### src/rtl/codificador_scheduler_if.sv
// Request/response/converter signal bundle for codificador_scheduler.
// slave = the scheduler side, master = requesters, consumer and converter.
interface codificador_scheduler_if #(
  parameter int NUM_DIGITS = 4
);
  localparam int W = 4 * NUM_DIGITS;

  // Valid/ready: a transfer happens on a rising edge where both valid and
  // ready are high; the source holds valid and data stable until then.
  logic         Req0_Valid;
  logic [W-1:0] Req0_Data;
  logic         Req0_Ready;
  logic         Req1_Valid;
  logic [W-1:0] Req1_Data;
  logic         Req1_Ready;
  logic         Rsp_Valid;
  logic         Rsp_Ready;
  logic [W-1:0] Rsp_Data;
  logic         Rsp_Id;
  logic         Rsp_Err;
  logic [3:0]   Enc_Input;
  logic         Enc_Ready;
  logic         Enc_Reset;
  logic [3:0]   Enc_Output;

  modport slave (
    input  Req0_Valid, Req0_Data, Req1_Valid, Req1_Data, Rsp_Ready, Enc_Output,
    output Req0_Ready, Req1_Ready, Rsp_Valid, Rsp_Data, Rsp_Id, Rsp_Err,
           Enc_Input, Enc_Ready, Enc_Reset
  );

  modport master (
    output Req0_Valid, Req0_Data, Req1_Valid, Req1_Data, Rsp_Ready, Enc_Output,
    input  Req0_Ready, Req1_Ready, Rsp_Valid, Rsp_Data, Rsp_Id, Rsp_Err,
           Enc_Input, Enc_Ready, Enc_Reset
  );
endinterface

### src/rtl/codificador_scheduler.sv
// Round-robin arbiter that streams a granted word nibble-by-nibble through one
// shared code converter and returns the assembled result with the owner's ID.
module codificador_scheduler #(
  parameter int NUM_DIGITS = 4
) (
  input  logic                   Clock,
  input  logic                   Reset_n,
  codificador_scheduler_if.slave bus,
  output logic [1:0]             o_dbg_state
);
  localparam int W  = 4 * NUM_DIGITS;
  localparam int IW = (NUM_DIGITS > 1) ? $clog2(NUM_DIGITS) : 1;
  localparam logic [IW-1:0] LAST_IDX = IW'(NUM_DIGITS - 1);

  typedef enum logic [1:0] {
    S_IDLE    = 2'd0,
    S_CONVERT = 2'd1,
    S_RESPOND = 2'd2
  } state_t;

  state_t        r_state;
  logic [IW-1:0] r_idx;
  logic          r_last_grant;
  logic [W-1:0]  r_work;
  logic [W-1:0]  r_result;
  logic          r_id;
  logic          r_err;
  logic          r_rsp_valid;

  logic          w_idle;
  logic          w_gnt0;
  logic          w_gnt1;
  logic [3:0]    w_digit;

  // On a tie the requester that was not served last wins.
  assign w_gnt0  = bus.Req0_Valid & (~bus.Req1_Valid | r_last_grant);
  assign w_gnt1  = bus.Req1_Valid & (~bus.Req0_Valid | ~r_last_grant);
  assign w_idle  = (r_state == S_IDLE) & Reset_n;
  assign w_digit = r_work[{r_idx, 2'b00} +: 4];

  assign bus.Req0_Ready = w_idle & w_gnt0;
  assign bus.Req1_Ready = w_idle & w_gnt1;
  assign bus.Enc_Input  = (r_state == S_CONVERT) ? w_digit : 4'd0;
  assign bus.Enc_Ready  = Reset_n & (r_state == S_CONVERT);
  assign bus.Enc_Reset  = ~Reset_n;
  assign bus.Rsp_Valid  = r_rsp_valid;
  assign bus.Rsp_Data   = r_result;
  assign bus.Rsp_Id     = r_id;
  assign bus.Rsp_Err    = r_err;
  assign o_dbg_state    = r_state;

  always_ff @(posedge Clock) begin
    if (!Reset_n) begin
      r_state      <= S_IDLE;
      r_idx        <= '0;
      r_last_grant <= 1'b1;
      r_work       <= '0;
      r_result     <= '0;
      r_id         <= 1'b0;
      r_err        <= 1'b0;
      r_rsp_valid  <= 1'b0;
    end else begin
      case (r_state)
        S_IDLE: begin
          if (w_gnt0 | w_gnt1) begin
            r_work  <= w_gnt0 ? bus.Req0_Data : bus.Req1_Data;
            r_id    <= w_gnt1;
            r_idx   <= '0;
            r_err   <= 1'b0;
            r_state <= S_CONVERT;
          end
        end
        S_CONVERT: begin
          r_result[{r_idx, 2'b00} +: 4] <= bus.Enc_Output;
          r_err <= r_err | (w_digit > 4'd9);
          if (r_idx == LAST_IDX) begin
            r_rsp_valid <= 1'b1;
            r_state     <= S_RESPOND;
          end else begin
            r_idx <= r_idx + IW'(1);
          end
        end
        S_RESPOND: begin
          if (bus.Rsp_Ready) begin
            r_last_grant <= r_id;
            r_rsp_valid  <= 1'b0;
            r_state      <= S_IDLE;
          end
        end
        default: r_state <= S_IDLE;
      endcase
    end
  end
endmodule

### src/flat_wrapper.sv
// flat-port wrapper written by rule: the top's interface ports become plain ports
module codificador_scheduler_flat 
#(
  parameter int NUM_DIGITS = 4
)
  (Clock, Reset_n, o_dbg_state, bus_Req0_Valid, bus_Req0_Data, bus_Req1_Valid, bus_Req1_Data, bus_Rsp_Ready, bus_Enc_Output, bus_Req0_Ready, bus_Req1_Ready, bus_Rsp_Valid, bus_Rsp_Data, bus_Rsp_Id, bus_Rsp_Err, bus_Enc_Input, bus_Enc_Ready, bus_Enc_Reset);
  codificador_scheduler_if #(.NUM_DIGITS(NUM_DIGITS)) bus_i ();
  input  logic Clock;
  input  logic Reset_n;
  output logic [1:0] o_dbg_state;
  input wire logic [$bits(bus_i.Req0_Valid)-1:0] bus_Req0_Valid;
  input wire logic [$bits(bus_i.Req0_Data)-1:0] bus_Req0_Data;
  input wire logic [$bits(bus_i.Req1_Valid)-1:0] bus_Req1_Valid;
  input wire logic [$bits(bus_i.Req1_Data)-1:0] bus_Req1_Data;
  input wire logic [$bits(bus_i.Rsp_Ready)-1:0] bus_Rsp_Ready;
  input wire logic [$bits(bus_i.Enc_Output)-1:0] bus_Enc_Output;
  output wire logic [$bits(bus_i.Req0_Ready)-1:0] bus_Req0_Ready;
  output wire logic [$bits(bus_i.Req1_Ready)-1:0] bus_Req1_Ready;
  output wire logic [$bits(bus_i.Rsp_Valid)-1:0] bus_Rsp_Valid;
  output wire logic [$bits(bus_i.Rsp_Data)-1:0] bus_Rsp_Data;
  output wire logic [$bits(bus_i.Rsp_Id)-1:0] bus_Rsp_Id;
  output wire logic [$bits(bus_i.Rsp_Err)-1:0] bus_Rsp_Err;
  output wire logic [$bits(bus_i.Enc_Input)-1:0] bus_Enc_Input;
  output wire logic [$bits(bus_i.Enc_Ready)-1:0] bus_Enc_Ready;
  output wire logic [$bits(bus_i.Enc_Reset)-1:0] bus_Enc_Reset;
  assign bus_i.Req0_Valid = bus_Req0_Valid;
  assign bus_i.Req0_Data = bus_Req0_Data;
  assign bus_i.Req1_Valid = bus_Req1_Valid;
  assign bus_i.Req1_Data = bus_Req1_Data;
  assign bus_i.Rsp_Ready = bus_Rsp_Ready;
  assign bus_i.Enc_Output = bus_Enc_Output;
  assign bus_Req0_Ready = bus_i.Req0_Ready;
  assign bus_Req1_Ready = bus_i.Req1_Ready;
  assign bus_Rsp_Valid = bus_i.Rsp_Valid;
  assign bus_Rsp_Data = bus_i.Rsp_Data;
  assign bus_Rsp_Id = bus_i.Rsp_Id;
  assign bus_Rsp_Err = bus_i.Rsp_Err;
  assign bus_Enc_Input = bus_i.Enc_Input;
  assign bus_Enc_Ready = bus_i.Enc_Ready;
  assign bus_Enc_Reset = bus_i.Enc_Reset;
  codificador_scheduler #(.NUM_DIGITS(NUM_DIGITS)) u_core (.Clock(Clock), .Reset_n(Reset_n), .bus(bus_i), .o_dbg_state(o_dbg_state));
endmodule
### config.mk
export PLATFORM = sky130hd
export DESIGN_NAME = codificador_scheduler_flat
export DESIGN_NICKNAME = d
export VERILOG_FILES = /design/src/rtl/codificador_scheduler_if.sv /design/src/rtl/codificador_scheduler.sv /design/src/flat_wrapper.sv
export SDC_FILE = /design/constraint.sdc
export NUM_CORES = 1
export LEC_CHECK = 0
export CORE_MARGIN = 5
export CORE_UTILIZATION = 49
export CTS_CLUSTER_DIAMETER = 40
export DETAILED_ROUTE_END_ITERATION = 10
export MAX_ROUTING_LAYER = met4
export PLACE_DENSITY = 0.82
export RECOVER_POWER = 100
export SLEW_MARGIN = 15
export SYNTH_ARGS = -nofsm -noshare
export SYNTH_HDL_FRONTEND = slang
export SYNTH_SLANG_ARGS = --single-unit
### constraint.sdc
create_clock -name Clock -period 3.79 [get_ports Clock]
set_clock_uncertainty 0.05 [all_clocks]
set_input_delay 0.379 -clock Clock [delete_from_list [all_inputs] [get_ports Clock]]
set_output_delay 0.379 -clock Clock [all_outputs]
set_load 0.05 [all_outputs]
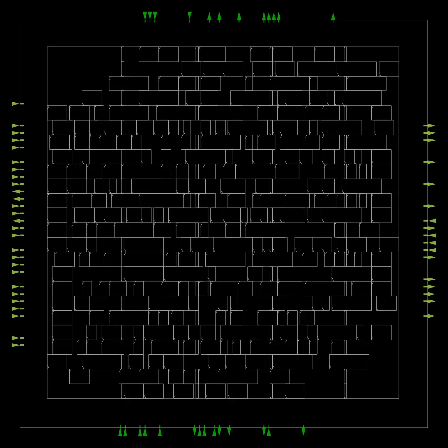
Fig. 1. Cell outlines without signal wires (run 1).
Taps Inserted: 52
Finished Layout Cells: 344
flip-flops: 40
final core utilization: 66.14%

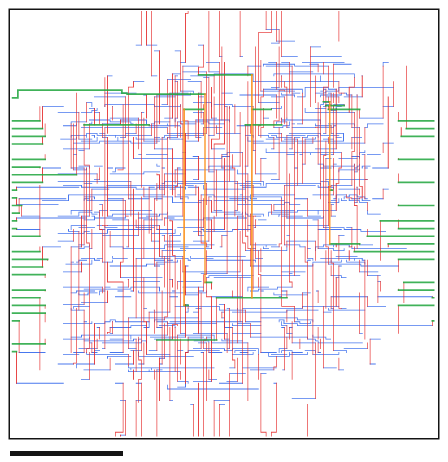
Fig. 2. Metal layers overlaid (run 1).
Scale bar: 20 um.
Orange marks met4, wire length 133 um. Green marks met3, wire length 330 um. Red marks met2, wire length 2590 um. Blue marks met1, wire length 2280 um.

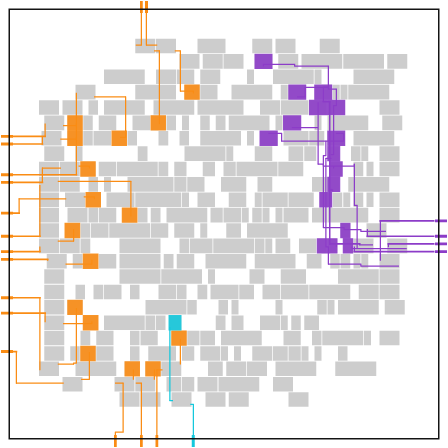
Fig. 3. Port wiring (run 1).
Orange marks bus_Req0_Data, direction input, edge 11 left, 3 bottom, 2 top, end cells 16, wire 288 um. Purple marks bus_Enc_Output, direction input, edge right, end cells 16, wire 255 um. Cyan marks bus_Req0_Ready, direction output, edge bottom, end cells 1, wire 19.5 um.
Port-buffer cells: 69
number of I/O pins: 70

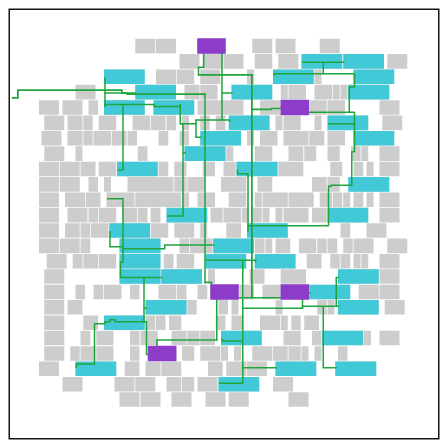
Fig. 4. Routed clock nets over the placement (run 1).
Cyan marks flip-flops, count 40. Purple marks cells driving clock nets, count 5. Green marks clock wires, length 528 um.
There are 6 routed clock nets.

==> out/metrics.yaml, run 1 <==
sta:
  fmax_mhz: 310.7
  max_slew_margin_pct: 20.07
  setup_viol: 0
  fin_setup_tns_ns: 0
  finalClockPeriodUsage_pct: 84.92
place:
  post-dp-hpwl_mm: 3.948
logic_synthesis:
  ys_area_mm2: 0.002117
  yosysWarnings: 0
  ff_type: "dfxtp_1"
  synthTopLogicFamily: "AND-OR/OR-AND gates"
  synth.most_common_cell: "dfxtp_1"
  ys_sh_simple_pct: 23.46
status:
  status: "complete, no violations"
cts:
  clockBufferDepth: 2
  clk_pin_slew_ns: 0.07
worst_hold_path:
  min_to: "u_core.bus.Rsp_Data[1]$_SDFFE_PN0P_"
  whs_path_depth: 2
grt:
  busiest_layer: "met2"
  antenna_found_initial: 0
  grt_pass1_wl_mm: 8.700
final_layout:
  buffers: 71
  syn_to_final_growth_pct: 33.21
  layout.nonclk_buf_share_pct: 24.89
power:
  vdd_drop_max_mv: 0.2046
critical_path:
  max_stage_delay_ns: 0.91
detailed_routing:
  drt_iter0_drc: 143
  route.detailed.wl_per_inst_um: 15.52
  vias_per_cell: 5.698
==> inputs of run 2 (changes only) <==
--- a/config.mk
+++ b/config.mk
@@ -6,11 +6,11 @@
 export NUM_CORES = 1
 export LEC_CHECK = 0
 export CORE_MARGIN = 5
-export CORE_UTILIZATION = 49
+export CORE_UTILIZATION = 41
 export CTS_CLUSTER_DIAMETER = 40
 export DETAILED_ROUTE_END_ITERATION = 10
 export MAX_ROUTING_LAYER = met4
-export PLACE_DENSITY = 0.82
+export PLACE_DENSITY = 0.73
 export RECOVER_POWER = 100
 export SLEW_MARGIN = 15
 export SYNTH_ARGS = -nofsm -noshare
==> constraint.sdc (replaced) <==
create_clock -name Clock -period 2.8 [get_ports Clock]
set_clock_uncertainty 0.05 [all_clocks]
set_input_delay 0.28 -clock Clock [delete_from_list [all_inputs] [get_ports Clock]]
set_output_delay 0.28 -clock Clock [all_outputs]
set_load 0.05 [all_outputs]
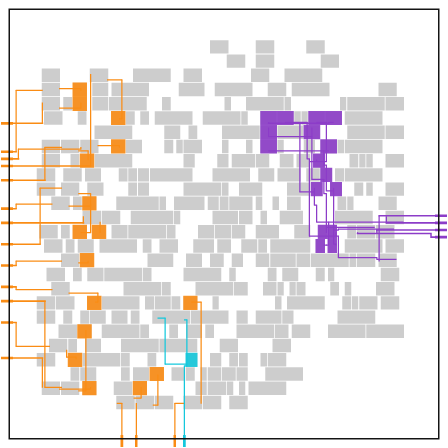
Fig. 5. Port wiring (run 2).
Purple marks bus_Enc_Output, direction input, edge right, end cells 16, wire 262 um. Cyan marks bus_Req0_Ready, direction output, edge bottom, end cells 1, wire 37.5 um. Orange marks bus_Req0_Data, direction input, edge 13 left, 3 bottom, end cells 16, wire 334 um.

==> run 2 against run 1 <==
Combinational power up 44%. Flip-flop count unchanged. Die area up 17%. Count of clock-buffer cells in the layout unchanged. Total power up 36%. Global-route usage down 3.1 points.
==> out/metrics.yaml, run 2 <==
sta:
  fin_setup_tns_ns: 0  # unchanged
  max_slew_margin_pct: 15.95  # -4.1 points
  hold_violations: 0
  fmax_mhz: 377.2
  setup_viol: 0  # unchanged
  finalClockPeriodUsage_pct: 94.67
  rsz0062_at_grt: "no"
grt:
  busiest_layer: "met2"
  grt_pass1_wl_mm: 8.818  # +1.4%
  grt_max_degree: 40
  antenna_found_initial: 0  # unchanged
final_layout:
  buffers: 74  # +4.2%
  syn_to_final_growth_pct: 37.18
  layout.nonclk_buf_share_pct: 25.89  # +1.0 points
  final_core_utilization_pct: 57.22  # -8.9 points
  fin_cells: 365  # +6.1%
  logic_area_mm2: 0.001154
  ff_count: 40  # unchanged
power:
  power_density_mw_per_mm2: 459.5
  p_total_mw: 1.334
  vdd_drop_max_mv: 0.2273  # +11%
  p_leak_nw: 1.095
critical_path:
  start_kind: "flop"
  rr_startpoint: "u_core.o_dbg_state[0]$_SDFFE_PN0P_"
  max_stage_delay_ns: 0.71  # -0.20 ns
cts:
  clk_pin_slew_ns: 0.07  # about the same
  clockBufferDepth: 2  # unchanged
  post_cts_resized: 0
detailed_routing:
  ant_nets: 0
  m1WireLength_mm: 2.330
  route.detailed.wl_per_inst_um: 14.95  # -3.7%
  top_layer_used: "met4"
  vias_per_cell: 5.430  # -4.7%
floorplan:
  tap_cells: 70  # +35%
  io_pins: 70  # unchanged
  die_x_um: 81.86
logic_synthesis:
  synthTopLogicFamily: "AND-OR/OR-AND gates"
  ys_area_mm2: 0.002117  # unchanged
  yosysWarnings: 0  # unchanged
  ff_type: "dfxtp_1"
  ys_sh_simple_pct: 23.46  # unchanged
  synth.most_common_cell: "dfxtp_1"
status:
  status: "complete, no violations"
place:
  io_buffers: 69  # unchanged
  post-dp-hpwl_mm: 4.134  # +4.7%
  gp_congestion: 0.8221
worst_hold_path:
  min_to: "u_core.bus.Rsp_Data[2]$_SDFFE_PN0P_"
  whs_path_depth: 2  # unchanged
No activity file was given, so power comes from the tool's default toggle rates.
